## config.mk

```make
export PLATFORM = sky130hd
export DESIGN_NAME = instruction_fetch_unit_flat
export DESIGN_NICKNAME = d
export VERILOG_FILES = /design/src/rtl/instruction_fetch_unit_if.sv /design/src/rtl/instruction_fetch_unit.sv /design/src/flat_wrapper.sv
export SDC_FILE = /design/constraint.sdc
export NUM_CORES = 1
export LEC_CHECK = 0
export CAP_MARGIN = 10
export CORE_AREA = 2 2 51 88
export CTS_BUF_LIST = sky130_fd_sc_hd__clkbuf_2 sky130_fd_sc_hd__clkbuf_4 sky130_fd_sc_hd__clkbuf_8
export DETAILED_ROUTE_END_ITERATION = 10
export DIE_AREA = 0 0 53 90
export GPL_TIMING_DRIVEN = 0
export PLACE_DENSITY = 0.87
export SLEW_MARGIN = 20
export SYNTH_ARGS = -nofsm -noshare
export SYNTH_HDL_FRONTEND = slang
export SYNTH_SLANG_ARGS = --single-unit
```

## constraint.sdc

```tcl
create_clock -name clk_i -period 3.2 [get_ports clk_i]
set_clock_uncertainty 0.05 [all_clocks]
set_input_delay 0.64 -clock clk_i [delete_from_list [all_inputs] [get_ports clk_i]]
set_output_delay 0.64 -clock clk_i [all_outputs]
set_load 0.005 [all_outputs]
```

## src/rtl/instruction_fetch_unit_if.sv

```systemverilog
// rtl/instruction_fetch_unit_if.sv - instruction-memory read handshake between fetch unit and memory
interface instruction_fetch_unit_if #(
  parameter int PC_W    = 7,
  parameter int INSTR_W = 16
);
  logic [PC_W-1:0]    i_addr;
  logic               i_req;
  logic [INSTR_W-1:0] i_rdata;
  logic               i_valid;

  modport master (
    output i_addr,
    output i_req,
    input  i_rdata,
    input  i_valid
  );

  modport slave (
    input  i_addr,
    input  i_req,
    output i_rdata,
    output i_valid
  );
endinterface

```

## src/rtl/instruction_fetch_unit.sv

```systemverilog
// rtl/instruction_fetch_unit.sv - PC/IR owner; fetches one instruction per FETCH over a req/valid handshake
module instruction_fetch_unit #(
  parameter int PC_W    = 7,
  parameter int INSTR_W = 16,
  parameter int TIMEOUT = 15
) (
  input  logic                   clk_i,
  input  logic                   rst_ni,
  input  logic                   fetch_i,
  input  logic                   pc_clr_i,
  input  logic                   pc_ld_i,
  input  logic [7:0]             br_off_i,
  instruction_fetch_unit_if.master imem,
  output logic [PC_W-1:0]        pc_o,
  output logic [INSTR_W-1:0]     ir_o,
  output logic                   busy_o,
  output logic                   fetch_done_o,
  output logic                   fetch_err_o
);

  localparam int CNT_W = (TIMEOUT > 1) ? $clog2(TIMEOUT) : 1;
  localparam logic [CNT_W-1:0] CNT_LAST = CNT_W'(TIMEOUT - 1);

  typedef enum logic [1:0] {
    S_IDLE = 2'd0,
    S_WAIT = 2'd1,
    S_DONE = 2'd2
  } state_e;

  state_e             state_q, state_d;
  logic [PC_W-1:0]    pc_q, pc_d;
  logic [INSTR_W-1:0] ir_q, ir_d;
  logic [PC_W-1:0]    addr_q, addr_d;
  logic               req_q, req_d;
  logic [CNT_W-1:0]   cnt_q, cnt_d;
  logic               err_q, err_d;

  logic [PC_W-1:0]    br_ext;
  logic [PC_W-1:0]    pc_br;
  logic [PC_W-1:0]    pc_inc;
  logic               timed_out;

  // Sign-extend (or truncate) the offset to PC width; the sum then wraps mod 2^PC_W.
  assign br_ext    = PC_W'($signed(br_off_i));
  assign pc_br     = pc_q + br_ext;
  assign pc_inc    = pc_q + PC_W'(1);
  assign timed_out = (cnt_q == CNT_LAST);

  always_ff @(posedge clk_i) begin
    if (!rst_ni) begin
      state_q <= S_IDLE;
      pc_q    <= '0;
      ir_q    <= '0;
      addr_q  <= '0;
      req_q   <= 1'b0;
      cnt_q   <= '0;
      err_q   <= 1'b0;
    end else begin
      state_q <= state_d;
      pc_q    <= pc_d;
      ir_q    <= ir_d;
      addr_q  <= addr_d;
      req_q   <= req_d;
      cnt_q   <= cnt_d;
      err_q   <= err_d;
    end
  end

  always_comb begin
    state_d = state_q;
    if (pc_clr_i) begin
      state_d = S_IDLE;
    end else begin
      case (state_q)
        S_IDLE:  if (fetch_i && !pc_ld_i) state_d = S_WAIT;
        S_WAIT: begin
          if (imem.i_valid)   state_d = S_DONE;
          else if (timed_out) state_d = S_IDLE;
        end
        S_DONE:  state_d = S_IDLE;
        default: state_d = S_IDLE;
      endcase
    end
  end

  // Datapath next-state; PC_CLR wins over everything but reset and drops any coincident valid.
  always_comb begin
    pc_d   = pc_q;
    ir_d   = ir_q;
    addr_d = addr_q;
    req_d  = req_q;
    cnt_d  = cnt_q;
    err_d  = 1'b0;
    if (pc_clr_i) begin
      pc_d  = '0;
      req_d = 1'b0;
      cnt_d = '0;
    end else begin
      case (state_q)
        S_IDLE: begin
          if (pc_ld_i) begin
            pc_d = pc_br;
          end else if (fetch_i) begin
            addr_d = pc_q;
            req_d  = 1'b1;
            cnt_d  = '0;
          end
        end
        S_WAIT: begin
          if (imem.i_valid) begin
            ir_d  = imem.i_rdata;
            pc_d  = pc_inc;
            req_d = 1'b0;
          end else if (timed_out) begin
            req_d = 1'b0;
            err_d = 1'b1;
          end else begin
            cnt_d = cnt_q + CNT_W'(1);
          end
        end
        default: ;
      endcase
    end
  end

  always_comb begin
    busy_o       = (state_q != S_IDLE);
    fetch_done_o = (state_q == S_DONE);
    fetch_err_o  = err_q;
    pc_o         = pc_q;
    ir_o         = ir_q;
    imem.i_addr  = addr_q;
    imem.i_req   = req_q;
  end

endmodule
```

## src/flat_wrapper.sv

```systemverilog
// flat-port wrapper written by rule: the top's interface ports become plain ports
module instruction_fetch_unit_flat 
#(
  parameter int PC_W    = 7,
  parameter int INSTR_W = 16,
  parameter int TIMEOUT = 15
)
  (clk_i, rst_ni, fetch_i, pc_clr_i, pc_ld_i, br_off_i, pc_o, ir_o, busy_o, fetch_done_o, fetch_err_o, imem_i_addr, imem_i_req, imem_i_rdata, imem_i_valid);
  instruction_fetch_unit_if #(.PC_W(PC_W), .INSTR_W(INSTR_W)) imem_i ();
  input  logic clk_i;
  input  logic rst_ni;
  input  logic fetch_i;
  input  logic pc_clr_i;
  input  logic pc_ld_i;
  input  logic [7:0] br_off_i;
  output logic [PC_W-1:0] pc_o;
  output logic [INSTR_W-1:0] ir_o;
  output logic busy_o;
  output logic fetch_done_o;
  output logic fetch_err_o;
  output wire logic [$bits(imem_i.i_addr)-1:0] imem_i_addr;
  output wire logic [$bits(imem_i.i_req)-1:0] imem_i_req;
  input wire logic [$bits(imem_i.i_rdata)-1:0] imem_i_rdata;
  input wire logic [$bits(imem_i.i_valid)-1:0] imem_i_valid;
  assign imem_i_addr = imem_i.i_addr;
  assign imem_i_req = imem_i.i_req;
  assign imem_i.i_rdata = imem_i_rdata;
  assign imem_i.i_valid = imem_i_valid;
  instruction_fetch_unit #(.PC_W(PC_W), .INSTR_W(INSTR_W), .TIMEOUT(TIMEOUT)) u_core (.clk_i(clk_i), .rst_ni(rst_ni), .fetch_i(fetch_i), .pc_clr_i(pc_clr_i), .pc_ld_i(pc_ld_i), .br_off_i(br_off_i), .imem(imem_i), .pc_o(pc_o), .ir_o(ir_o), .busy_o(busy_o), .fetch_done_o(fetch_done_o), .fetch_err_o(fetch_err_o));
endmodule
```

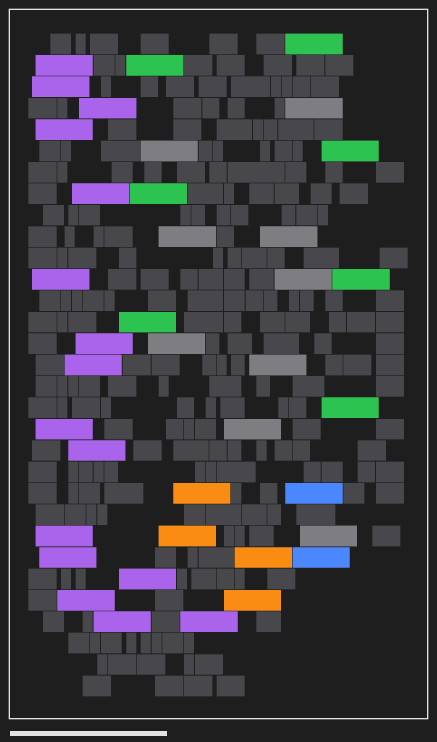
*Sequential cells grouped by signal name, run 1*
The bar under the picture is 20 microns long. Other sequential cells in the stronger gray, the rest of the logic in the fainter gray.
color	netlist name	sequential cells
orange	u_core.cnt_q	4
blue	u_core.state_q	2
purple	u_core.ir_o	16
green	u_core.imem.i_addr	7
not colored	9
sequential cell area: 760.7 sq um
Util after Layout: 0.6267

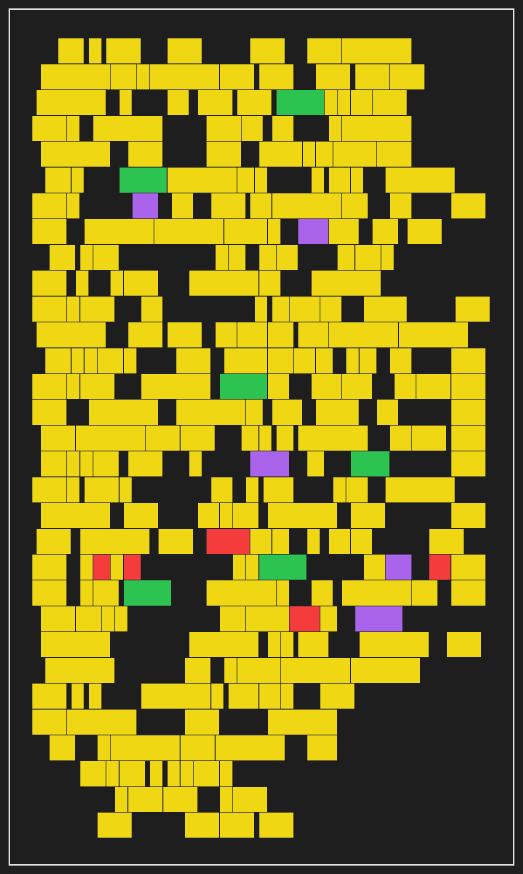
*Drive-strength map, run 1*
color	size	cells
purple	_3 and _4 cells	5
green	_6 and larger	6
red	_2 cells	5
yellow	_0 and _1 cells	253
post-route cell area: 2552 sq um
Signal buffers: 70
area grow syn2layout: 43.36%
Final WS setup: 0.3933 ns

==> flow_metrics.tcl, run 1 <==
# collected from the flow reports
set metrics [dict create \
    status "completed" \
    post_cts_resized 0 \
    nNonClkInverters 6 \
    critPathLaunchType "input pin" \
    holdPathEnd "u_core.ir_o[7]" \
    gr-usage-met1 0.2051 \
    p_leak_nw 0.9243 \
    hold_slack_ns 0.4112 \
    drt_iter0_markers 13 \
    dpl-instance-area_sq_um 2462 \
    rsz0062_at_grt "false" \
    final_common_cell "clkdlybuf4s50_1" \
    finalCriticalPeriod_ns 2.807 \
    clkPwrFrac 0.351 \
    cts.sinks 38 \
    top_area_cell "dfxtp_1" \
    drv_cap 0 \
    numPortBuffers 62 \
    seq_power_share 0.512 \
    fmax_ghz 0.3563 \
    cp-end-kind "register" \
    root_buffer "clkbuf_8" \
    dp.cells 310 \
    required_ns 3.37 \
    cts_tree "yes" \
    n_antenna_cell 0 \
    ys_sh_xor 0.02460 \
    hpwl_microns 2995 \
    ir_worst_vdd_v 0.0003073 \
    antenna_found_initial 0 \
    use_met2 0.3281 \
    critPathLaunch "br_off_i[0]" \
    grt_max_degree 13 \
    drv_slew 0 \
    synthAoiAreaFrac 0.1370 \
    drt_first_pass_iters 4 \
    route.met3.wl_microns 274 \
    hold_path.class "register to register" \
    num_rows 31 \
    power.total_w 0.0009540 \
    netlist_area_sq_um 1780 \
    fin_nets 307 \
    rrSetupSlack_ns 0.51 \
    path_cells "clkdlybuf4s50_1, nand2b_1, ha_1, inv_1, fa_1, nor2b_1, o2111ai_1, and4_1, or4_1, a21oi_1" \
    powerSeq_w 0.000489 \
    setup_viol 0 \
    adder_share 0.06746 \
    comb_power_share 0.137 \
    mux_share 0.04498 \
    max_slew_margin 0.6856 \
    path_clk_slew_ns 0.07 \
    p_comb_w 0.000130 \
    cp.depth 10 \
    async_flop_share 0 \
    die_w_microns 53 \
    clock_area_frac 0.03529 \
    top_layer_used "met4" \
    synth_warnings 0 \
    power_leader "sequential cells" \
    grt_pass1_vias 1610 \
    endpoint "u_core.pc_o[6]" \
    ys_top_cells_by_count "nand2_1 (40), dfxtp_1 (38), a21boi_0 (16), nor2b_1 (12)" \
    drcViolationCount 0 \
    ys_cells 199 \
    crit_family "simple AND/OR/NAND/NOR gates" \
    clk_latency_ns 0.30 \
    htreeDepth 2 \
    power.density_nw_per_um2 373.8 \
    nClkBuffers 6 \
    fp_util 0.4372 \
    crit_type "input pin to register" \
    die_y_microns 90 \
]
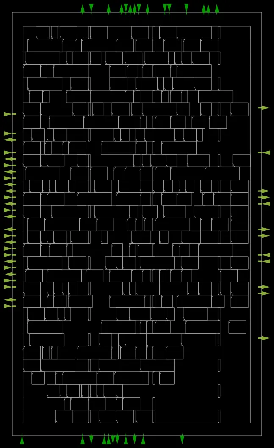
*Placement view, run 1*
Seq/total area: 0.2980
Seq Cell Count: 38

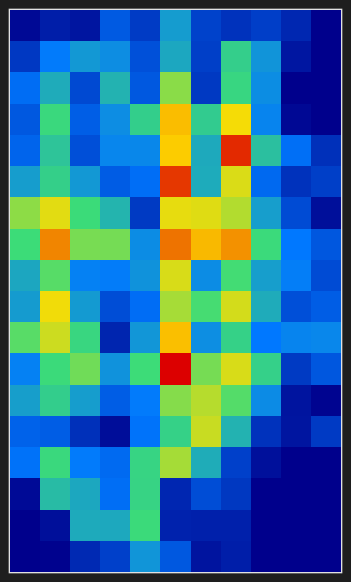
*Signal metal coverage by tile, run 1*
11 x 18 tiles, from dark blue (low) to red (high), scaled to the fullest tile. Values are wire area over tile area, all layers added.
nearly empty tiles	11%
tiles over half the peak	19%
emptiest ninth of the die	lower right
Wirelength per Cell: 12.39 microns
Post-Route WL: 3941 microns
vias: 1,574
gr usage total: 0.1919

### Clock wires, drivers and flops, run 1

The bar under the picture is 20 microns long.
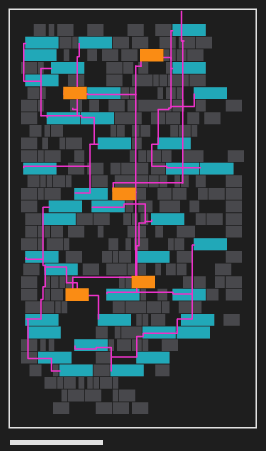

==> run 2: changes to the inputs <==
--- a/config.mk
+++ b/config.mk
@@ -5,13 +5,13 @@
 export SDC_FILE = /design/constraint.sdc
 export NUM_CORES = 1
 export LEC_CHECK = 0
-export CAP_MARGIN = 10
-export CORE_AREA = 2 2 51 88
+export CAP_MARGIN = 20
+export CORE_AREA = 2 2 53 92
 export CTS_BUF_LIST = sky130_fd_sc_hd__clkbuf_2 sky130_fd_sc_hd__clkbuf_4 sky130_fd_sc_hd__clkbuf_8
 export DETAILED_ROUTE_END_ITERATION = 10
-export DIE_AREA = 0 0 53 90
+export DIE_AREA = 0 0 55 94
 export GPL_TIMING_DRIVEN = 0
-export PLACE_DENSITY = 0.87
+export PLACE_DENSITY = 0.84
 export SLEW_MARGIN = 20
 export SYNTH_ARGS = -nofsm -noshare
 export SYNTH_HDL_FRONTEND = slang
==> constraint.sdc (replaced) <==
create_clock -name clk_i -period 2.4 [get_ports clk_i]
set_clock_uncertainty 0.05 [all_clocks]
set_input_delay 0.48 -clock clk_i [delete_from_list [all_inputs] [get_ports clk_i]]
set_output_delay 0.48 -clock clk_i [all_outputs]
set_load 0.005 [all_outputs]
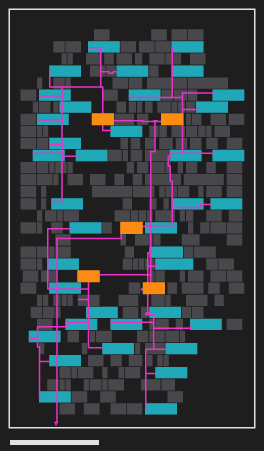
*Clock wires, drivers and flops, run 2*
The bar under the picture is 20 microns long.
[cyan] flip-flops | count: 38
[magenta] clock wires | length: 481 microns
[orange] clock drivers | count: 5
routed clock nets	6
clock group total power: 0.000463 W
Latency at later pin: 0.29 ns
Clk pwr share: 0.354

==> run 2 against run 1 <==
Compared with the run above: synthesized cell count unchanged; via count increased by 4.4%; sequential share of layout area decreased by 1.4 points; critical path depth decreased by 2; non-clock buffer count increased by 6; sequential cell count unchanged; register-to-register slack got worse by 0.38 ns; cell count increased by 2.5%; global-route usage decreased by 0.99 points; setup slack got worse by 0.30 ns; largest power group unchanged.
==> flow_metrics.tcl, run 2 <==
# collected from the flow reports
set metrics [dict create \
    status "completed" \
    clock_area_frac 0.03532 \
    endpoint "u_core.pc_o[6]" \
    ys_cells 199 \
    n_all_buffers 76 \
    design_area_sq_um 2693 \
    fmax_ghz 0.4342 \
    warnings 29 \
    mux_share 0.04498 \
    hold_path.class "register to register" \
    cpPeakStageDelay_ns 0.46 \
    synth_warnings 0 \
    ir_worst_vdd_v 0.0004825 \
    switching_share 0.2359 \
    regArea_sq_um 765.7 \
    async_flop_share 0 \
    drt_first_pass_iters 4 \
    drcViolationCount 0 \
    numPortBuffers 62 \
    fin_nets 313 \
    holdPathEnd "u_core.ir_o[3]" \
    drv_cap 0 \
    cts_buffers 5 \
    detail_route.wirelength_microns 4211 \
    setup_viol 0 \
    synthAoiAreaFrac 0.1370 \
    seq_share 0.2844 \
    adder_share 0.06746 \
    setup_ws_ns 0.09684 \
    grt_max_degree 12 \
    ys_chip_area_sq_um 1780 \
    ys_sh_xor 0.02460 \
    p_comb_w 0.000193 \
    crit_family "simple AND/OR/NAND/NOR gates" \
    viasPerCell 5.043 \
    path_cells "clkdlybuf4s50_1, nand2_1, fa_2, nor2b_4, o2111ai_2, and4_1, or4_1, a21oi_1" \
    flop_cell "dfxtp_1" \
    antenna_found_initial 0 \
    buffer_area_frac 0.2625 \
    htreeDepth 2 \
    grt_pass1_wl_microns 6982 \
    seq_power_share 0.499 \
    nNonClkInverters 6 \
    dpl-instance-area_sq_um 2465 \
    die_w_microns 55 \
    final_common_cell "clkdlybuf4s50_1" \
    cts.sinks 38 \
    critPathLaunchType "input pin" \
    finalHoldViolCount 0 \
    simple_gate_area_frac 0.2621 \
    synth.top_cells.by_area "dfxtp_1 (43%), nand2_1 (8.4%), a21boi_0 (6.7%)" \
    nClkBuffers 7 \
    hold_slack_ns 0.4138 \
    fin_setup_tns_ns 0 \
    power.density_nw_per_um2 486.4 \
    dominant_cells "combinational gates" \
    cp.depth 8 \
    crit_type "input pin to register" \
    path_buffers 1 \
    dp.cells 312 \
    power_leader "sequential cells" \
    die_y_microns 94 \
    rsz0062_at_grt "false" \
    finalCriticalPeriod_ns 2.303 \
    synth_cells 199 \
    holdPathStages 2 \
    powerSeq_w 0.000653 \
    ys_ff 38 \
    vias 1644 \
    wl_per_cell_microns 12.92 \
    area_delta_synth_final_pct 51.23 \
    top_layer_used "met4" \
    hpwl_microns 3148 \
    ff_count 38 \
    p_leak_nw 0.9693 \
    post_cts_resized 14 \
    root_buffer "clkbuf_8" \
    critPathLaunch "br_off_i[1]" \
    use_met2 0.3264 \
    comb_power_share 0.148 \
    netlist_area_sq_um 1780 \
    n_antenna_cell 0 \
    num_rows 32 \
    path_clk_slew_ns 0.07 \
    required_ns 2.57 \
    grt_usage 0.1820 \
    top_area_cell "dfxtp_1" \
    cts_tree "yes" \
    core_area_sq_um 4404 \
    max_slew_margin 0.6981 \
    drt_iter0_markers 27 \
    drv_slew 0 \
    ys_top_cells_by_count "nand2_1 (40), dfxtp_1 (38), a21boi_0 (16), nor2b_1 (12)" \
    route.met3.wl_microns 214 \
    postLayoutCoreUtil 0.6114 \
    fp_util 0.4043 \
    power.total_w 0.001310 \
    tap-cell-count 51 \
    rrSetupSlack_ns 0.13 \
    gr-usage-met1 0.1926 \
    largest_reg_flops 16 \
    grt_pass1_vias 1637 \
    cp-end-kind "register" \
]
Power and IR drop assume default switching activity.
